[config.mk]
export PLATFORM = sky130hd
export DESIGN_NAME = hazard_ctrl
export DESIGN_NICKNAME = d
export VERILOG_FILES = /design/src/rtl/hazard_ctrl.sv
export SDC_FILE = /design/constraint.sdc
export NUM_CORES = 1
export LEC_CHECK = 0
export CAP_MARGIN = 20
export CORE_MARGIN = 3
export CORE_UTILIZATION = 35
export CTS_BUF_LIST = sky130_fd_sc_hd__clkbuf_8
export DETAILED_ROUTE_END_ITERATION = 10
export GPL_ROUTABILITY_DRIVEN = 0
export HOLD_SLACK_MARGIN = 0.05
export MAX_ROUTING_LAYER = met4
export SLEW_MARGIN = 10
export SYNTH_ARGS = -nofsm -noshare
export SYNTH_HDL_FRONTEND = slang
export SYNTH_SLANG_ARGS = --single-unit
[constraint.sdc]
create_clock -name clk -period 2 [get_ports clk]
set_input_delay 0.3 -clock clk [delete_from_list [all_inputs] [get_ports clk]]
set_output_delay 0.3 -clock clk [all_outputs]
set_load 0.1 [all_outputs]
[src/rtl/hazard_ctrl.sv]
`timescale 1ns/1ps
`default_nettype none
// ============================================================================
// Module      : hazard_ctrl
// Description : Pipeline hazard controller: load-use bubbles, redirect flushes,
//               memory-wait freeze with timeout fault, saturating perf counters.
// Revision    : 1.0
// ============================================================================
module hazard_ctrl #(
    parameter int MAX_WAIT = 255,
    parameter int CNT_W    = 32
) (
    input  logic             clk,
    input  logic             reset,
    input  logic [4:0]       id_rs1,
    input  logic [4:0]       id_rs2,
    input  logic             id_use_rs1,
    input  logic             id_use_rs2,
    input  logic [4:0]       ex_rd,
    input  logic             ex_memread,
    input  logic             ex_redirect,
    input  logic             mem_req,
    input  logic             mem_waitrequest,
    output logic             pc_en,
    output logic             ifid_en,
    output logic             idex_en,
    output logic             exmem_en,
    output logic             memwb_en,
    output logic             ifid_flush,
    output logic             idex_flush,
    output logic             fault,
    output logic [CNT_W-1:0] stall_cycles,
    output logic [CNT_W-1:0] flush_count,
    output logic [1:0]       state
);

    localparam int c_wait_w = (MAX_WAIT < 1) ? 1 : $clog2(MAX_WAIT + 1);
    localparam logic [c_wait_w-1:0] c_max_wait = c_wait_w'(MAX_WAIT);
    localparam logic [c_wait_w-1:0] c_wait_one = c_wait_w'(1);
    localparam logic [CNT_W-1:0]    c_cnt_one  = CNT_W'(1);

    typedef enum logic [1:0] {
        S_INIT     = 2'd0,
        S_RUN      = 2'd1,
        S_MEM_WAIT = 2'd2,
        S_HALT     = 2'd3
    } state_t;

    state_t              r_state;
    logic [c_wait_w-1:0] r_wait_cnt;
    logic [CNT_W-1:0]    r_stall_cycles;
    logic [CNT_W-1:0]    r_flush_count;

    logic w_lu;
    logic w_ms;
    logic w_front_en;
    logic w_back_en;
    logic w_ifid_flush;
    logic w_idex_flush;
    logic w_in_pipe;

    assign w_lu = ex_memread && (ex_rd != 5'd0) &&
                  ((id_use_rs1 && (id_rs1 == ex_rd)) ||
                   (id_use_rs2 && (id_rs2 == ex_rd)));
    assign w_ms      = mem_req && mem_waitrequest;
    assign w_in_pipe = (r_state == S_RUN) || (r_state == S_MEM_WAIT);

    // Priority: reset/INIT > HALT > memory freeze > redirect > load-use.
    always_comb begin
        w_front_en   = 1'b0;
        w_back_en    = 1'b0;
        w_ifid_flush = 1'b0;
        w_idex_flush = 1'b0;
        if (reset || (r_state == S_INIT)) begin
            w_ifid_flush = 1'b1;
            w_idex_flush = 1'b1;
        end else if (r_state == S_HALT || w_ms) begin
            w_front_en = 1'b0;
        end else if (ex_redirect) begin
            w_front_en   = 1'b1;
            w_back_en    = 1'b1;
            w_ifid_flush = 1'b1;
            w_idex_flush = 1'b1;
        end else if (w_lu) begin
            w_back_en    = 1'b1;
            w_idex_flush = 1'b1;
        end else begin
            w_front_en = 1'b1;
            w_back_en  = 1'b1;
        end
    end

    always_ff @(posedge clk) begin
        if (reset) begin
            r_state        <= S_INIT;
            r_wait_cnt     <= '0;
            r_stall_cycles <= '0;
            r_flush_count  <= '0;
        end else begin
            if (w_in_pipe && !w_front_en && (r_stall_cycles != '1))
                r_stall_cycles <= r_stall_cycles + c_cnt_one;
            if ((r_state == S_RUN) && w_ifid_flush && (r_flush_count != '1))
                r_flush_count <= r_flush_count + c_cnt_one;

            case (r_state)
                S_INIT: begin
                    r_state    <= S_RUN;
                    r_wait_cnt <= '0;
                end
                S_RUN: begin
                    if (w_ms) begin
                        r_state    <= S_MEM_WAIT;
                        r_wait_cnt <= c_wait_one;
                    end else begin
                        r_wait_cnt <= '0;
                    end
                end
                S_MEM_WAIT: begin
                    if (!w_ms) begin
                        r_state    <= S_RUN;
                        r_wait_cnt <= '0;
                    end else if (r_wait_cnt == c_max_wait) begin
                        r_state    <= S_HALT;
                        r_wait_cnt <= '0;
                    end else begin
                        r_wait_cnt <= r_wait_cnt + c_wait_one;
                    end
                end
                default: begin
                    r_state    <= S_HALT;
                    r_wait_cnt <= '0;
                end
            endcase
        end
    end

    assign pc_en        = w_front_en;
    assign ifid_en      = w_front_en;
    assign idex_en      = w_back_en;
    assign exmem_en     = w_back_en;
    assign memwb_en     = w_back_en;
    assign ifid_flush   = w_ifid_flush;
    assign idex_flush   = w_idex_flush;
    assign fault        = (r_state == S_HALT);
    assign stall_cycles = r_stall_cycles;
    assign flush_count  = r_flush_count;
    assign state        = r_state;

endmodule
`default_nettype wire

Fig. 1: run 1, power grid
Bar = 20 um. Pins as bars on the die edge. Tap cells in grey.
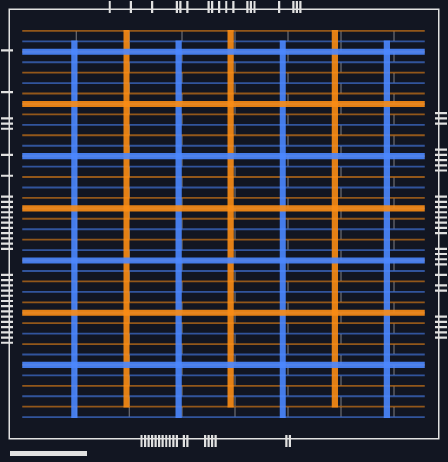
- orange: VDD
- blue: VSS
- signal pins: 97
- met1 rails: 38
- met5 straps: 7
IR drop worst, VDD: 0.4176 mV
Die Y: 111.5 um
core area: 10560 um^2
DIE WIDTH: 111.5 um

Fig. 2: run 1, cell classes on the final placement
Bar = 20 um.
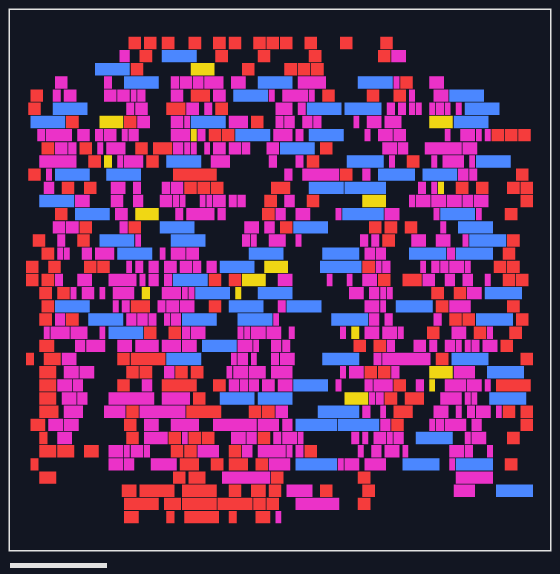
- magenta: all other logic (cells 367)
- blue: flip-flops (cells 74)
- yellow: clock drivers and dummy loads (cells 16)
- red: other buffers and delay cells (cells 198)
num rows: 37
fin area: 6177 um^2
Final Util: 58.52%
fraction of area in registers: 24.79%

Fig. 3: run 1, clock network drawn from the DEF
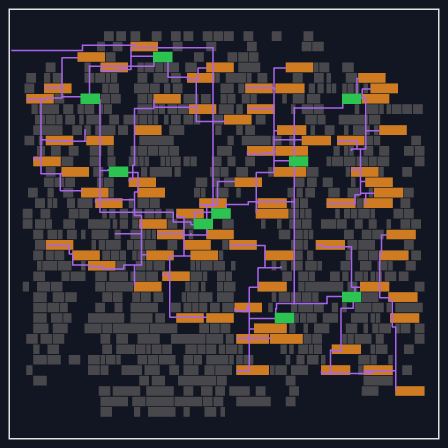
- green: cells driving clock nets (count 9)
- purple: clock wires (length 1040 um)
- orange: flip-flops (count 74)
- routed clock nets: 10

Fig. 4: run 1, wiring by layer
Bar = 20 um. Two of the layers only.
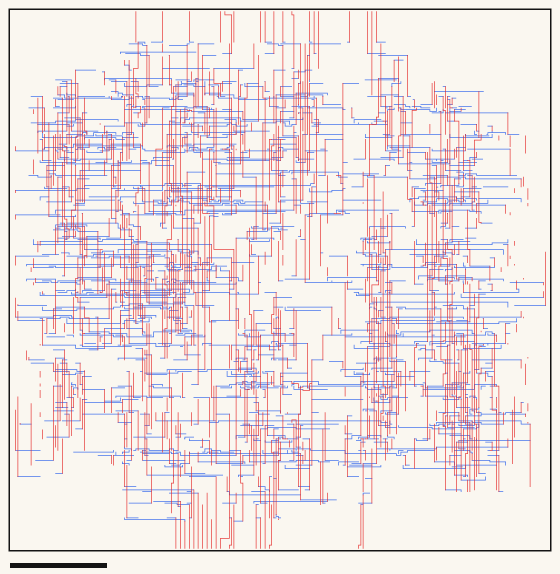
- red: met2 (wire length 5670 um)
- blue: met1 (wire length 4890 um)
overall routing resource usage: 17.92%
Post-Route WL: 11.27 mm
Vias: 4111
DR WL/cell: 14.24 um

==> Changelog: implementation, run 1 <==
### Implementation results

* Final nets at 681
* Dpl cells at approximately 760
* Number of detailed-route iterations in the first pass at 4
* Tally of yosys warning messages at 0
* Synth Area in Adders at between 2 and 3%
* Pwr/cell area at between 600 and 700 nW/um^2
* Data buffer area share at a little over a quarter
* Clock buffers at 9
* CTS tree: done
* Clock Skew at between 0.01 and 0.015 ns
* Initial antenna violation count at 0
* Rel. slew slack at between 40% and 50%
* Setup violators final at 30
* Comb pwr share at 35.6%
* Number of distinct library cells after synthesis at between 50 and 60
* Pwr Total at ~0.0039 W
* Final Critical Period at 2.133 ns
* GR Util met1 at 21.17%
* CTS Hold Bufs at 0
* Basic Gates by Area at a little under a third
* Cells after synthesis at roughly 460
* Worst path max stage delay at 0.52 ns
* Post-synthesis average cell area at approximately 8.5 um^2
* Met2 Use GR at a little under a third
* Yosys synthesis chip area at 3897 um^2
* Flops & latches, synth at 74
* Clock power share at approximately a quarter
* Clk pwr at between 0.0009 and 0.001 W
* Hold path depth at 1
* Clk latency late pin at 0.36 ns
* Setup TNS at -1.919 ns
* Critical Path Sink Type: register
* Run status: complete, but fails checks
* WP data arrival at about 2.4 ns
* Crit path from: state[1]
* # fillers at around 970
* Bufs w/o clock at a little under 200
* Worst setup margin at -0.1327 ns
* Mux share at about 1.4%
* Top cells excl fill/tap: buf_4 (155), nor2_1 (56), dfxtp_1 (48), xnor2_1 (37), nand3_1 (30)
* Largest net degree at the start of global routing at roughly 74
* NetSw at ~0.0014 W
* Max-area cell share at a little under two fifths
* Post-synthesis net count at around 490
* Area grow syn2layout at 58.49%
* Violated checks: negative setup slack
* Cell Area, Synth at between 3000 and 4000 um^2
run 1: routing by layer:
metal / part of all wire (%) / vias to the layer above / routed length (um)
met5: 0 / - / 0
met4: 1.7 / 0 / 190
met3: 4.6 / 17 / 517
met2: 50 / 100 / 5669
met1: 43 / 1960 / 4888
li1: - / 2034 / -
run 1: per-stage QoR:
stage | utilization [%] | setup slack (ns) | hold WS (ns) | area (um^2)
floorplan | - | -1.520 | 0.4364 | 4058
global placement | 53.25 | -0.5520 | 0.4567 | 5620
detailed placement | 53.25 | -0.5757 | 0.4735 | 5620
CTS | 56.09 | -0.1237 | 0.4845 | 5921
global route | 58.52 | -0.2589 | 0.5407 | 6177
finish | 58.52 | -0.1327 | 0.4912 | 6177
==> run 2: changes to the inputs <==
REMOVE_ABC_BUFFERS = 1   (was default)
Fig. 5: run 2, clock network drawn from the DEF
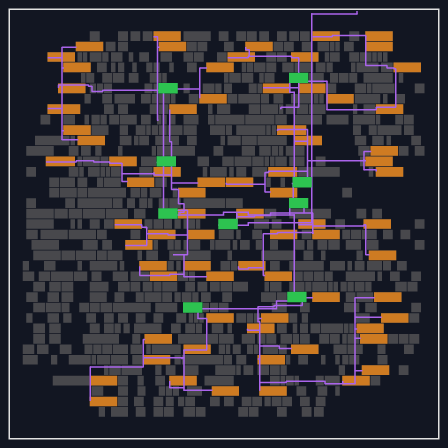
- orange: flip-flops (count 74)
- green: cells driving clock nets (count 9)
- purple: clock wires (length 1020 um)
- flops lie: widely spread
Clock Skew: 0.01207 ns
clk pwr: 0.00165 W
clock power share: 35.6%

==> run 2 against run 1 <==
  * The flow still finishes with violations (negative setup slack)
  * Clock skew is essentially flat
  * Synthesized area is the same
  * Register-to-register slack is essentially flat
  * Largest cell class unchanged
  * Highest routed layer unchanged
==> Changelog: implementation, run 2 <==
### Implementation results

* Hold path depth at 1 (unchanged)
* CTS Hold Bufs at 0 (unchanged)
* Initial antenna violation count at 0 (unchanged)
* Rel. slew slack at 70.38% (+27 points)
* Critical Path Sink Type: register
* Max-area cell share at 38.01% (unchanged)
* Top cells excl fill/tap: buf_4 (165), dfxtp_1 (70), nor2_1 (56), xnor2_1 (33), nand3_1 (28)
* Run status: complete, but fails checks
* Die Y at 111.5 um (unchanged)
* Clk latency late pin at 0.35 ns (about the same)
* Dpl cells at 772 (+1.7%)
* Crit path from: state[0]
* Worst setup margin at -0.1392 ns (-0.006456 ns)
* Setup violators final at 41 (+37%)
* Fin area at 6665 um^2 (+7.9%)
* Yosys synthesis chip area at 3897 um^2 (unchanged)
* Number of detailed-route iterations in the first pass at 4 (unchanged)
* Comb pwr share at 31.5% (-4.1 points)
* Setup TNS at -3.265 ns (-1.346 ns)
* NetSw at 0.001420 W (+3.2%)
* Violated checks: negative setup slack
* Final Critical Period at 2.139 ns (+0.006456 ns)
==> run 2: netlist changes by cell type in the layout (fill, tap and decap cells not counted), sizes merged <==
cell / before / now
inv: 21 / 20
clkdlybuf4s50: 2 / 4
bufinv: 0 / 5
clkinv: 4 / 0
dlygate4sd2: 7 / 12
clkdlybuf4s15: 8 / 1
clkbuf: 11 / 13
buf: 179 / 193
dlymetal6s2s: 0 / 1
==> run 2: cell type report <==
type / instances / area share, %
clock buffers: 9 / 1.858
repair buffers: 215 / 27.93
flip-flops and latches: 74 / 22.34
clock inverters: 7 / 2.365
multi-input cells: 349 / 41.90
well taps: 136 / 2.553
inverters: 18 / 1.051
==> run 3: changes to the inputs <==
CORE_UTILIZATION = 46   (was 35)
PLACE_DENSITY = 0.78   (was default)
SLEW_MARGIN = 0   (was 10)
Fig. 6: run 3, cell classes on the final placement
Bar = 20 um.
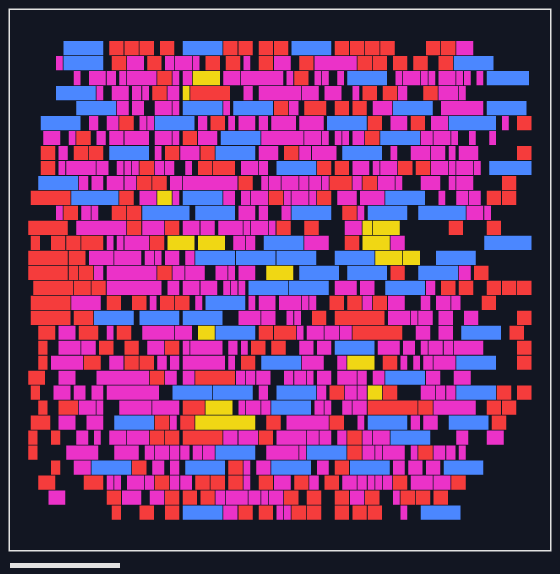
- blue: flip-flops (cells 74)
- magenta: all other logic (cells 367)
- red: other buffers and delay cells (cells 206)
- yellow: clock drivers and dummy loads (cells 16)
core area: 7968 um^2
num rows: 32
fraction of area in registers: 24.04%

==> run 3 against run 2 <==
  * The flow still finishes with violations (negative setup slack)
  * Sequential share of layout area rose by 1.7 points
  * Worst hold slack worse by 0.020 ns
  * Clock power shrank 29%
  * Non-clock buffer count decreased by 9
  * Clock skew grew 0.0023 ns
  * Sequential power barely moved
  * Register-to-register slack barely moved
  * Power fell by 12%
==> Changelog: implementation, run 3 <==
### Implementation results

* Run status: complete, but fails checks
* Violated checks: negative setup slack
* Final Critical Period at 2.153 ns (+0.01409 ns)
* Yosys synthesis chip area at 3897 um^2 (unchanged)
* Dpl cells at 734 (-4.9%)
* Post-synth top cells: dfxtp_1 (74), nor2_1 (57), xnor2_1 (38)
* Pwr/cell area at approximately 650 nW/um^2
* Bufs w/o clock at 206 (-4.2%)
* CP cell instances: inv_4 > ha_4 > o2111ai_4 > and2_4 > or4b_4 > or4_1 > nand2_1
* Critical Path Sink Type: register
* Rel. slew slack at 67.67% (-2.7 points)
* Setup violators final at 41 (unchanged)
* Clk latency late pin at 0.35 ns (about the same)
* Final-layout clock-cell area share at 3.123% (-1.1 points)
* Flip-flops at 74 (unchanged)
* Max-area cell share at 38.01% (unchanged)
* Pwr Total at roughly 0.0040 W
* Die Y at 98.05 um (-12%)
* Setup WS pre-CTS at -0.6277 ns
* Chip area at 9613 um^2
* Overall routing resource usage at 22.85%
* CTS Hold Bufs at 0 (unchanged)
* Taps Inserted at 102 (-25%)
* Data buffer area share at 27.83% (-0.11 points)
* Clock Skew at 0.01438 ns (+0.002315 ns)
* CTS Buf Count at 9
* Initial antenna violation count at 0 (unchanged)
* Number of distinct library cells after synthesis at between 50 and 60
* Comb gates at 349 (unchanged)
* Setup TNS at -3.416 ns (-0.1518 ns)
* Share of cells above drive strength 1 at 43.44%
* Logic inverters at 18 (unchanged)
* Top cells excl fill/tap: buf_4 (165), dfxtp_1 (67), nor2_1 (57), xnor2_1 (35), nand2_1 (30)
* Worst setup margin at -0.1533 ns (-0.01409 ns)
* Hold WC Path Type: register to register
* Cell Area, Synth at a little under 4000 um^2
* Logic gate fraction of the total cell area at 41.84% (-0.058 points)
* Largest cell class by area: logic gates
* Placed inst area at between 5000 and 6000 um^2
* Clock buffers at 9 (unchanged)
* Number of detailed-route iterations in the first pass at 4 (unchanged)
## run 3: cell counts after synthesis
Identical to the previous run, type by type.
## run 3: final timing paths
path	start	end	slack (ns)	cells past startpoint
min reg2reg	r_wait_cnt[0]	r_wait_cnt[0]	0.50	1
min	r_wait_cnt[0]	r_wait_cnt[0]	0.50	1
max reg2reg	state[0]	stall_cycles[24]	-0.15	7
max	state[0]	stall_cycles[24]	-0.15	7
## run 3: cell families after synthesis
family	count (synthesis)	share of synthesized area, %
xor+xnor	50	11.24
buf+inv	38	4.558
simple gates	220	30.53
fa+ha+maj	8	2.568
compound gates	66	11.69
mux	5	1.412
flops	74	38.01
## run 3: report_power, final
group | internal (W) | total, W | switching, W
Clock | 0.000574 | 0.00117 | 0.000592
Sequential | 0.00150 | 0.00152 | 0.0000238
Combinational | 0.000564 | 0.00136 | 0.000794

==> layout pictures side by side <==
Cell placement.
panel A
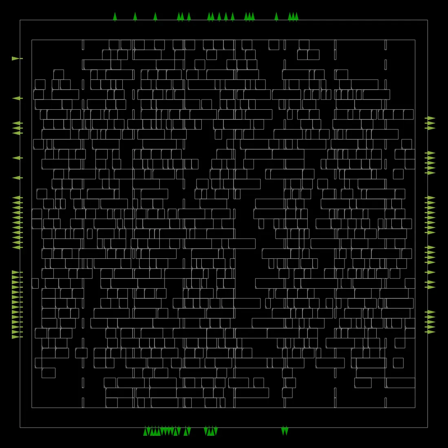
panel B
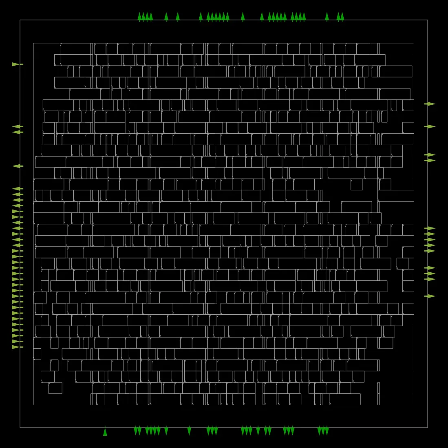
- run 1 = panel A
- run 3 = panel B
- highest utilization: panel B

No activity file was given, so power comes from the tool's default toggle rates.
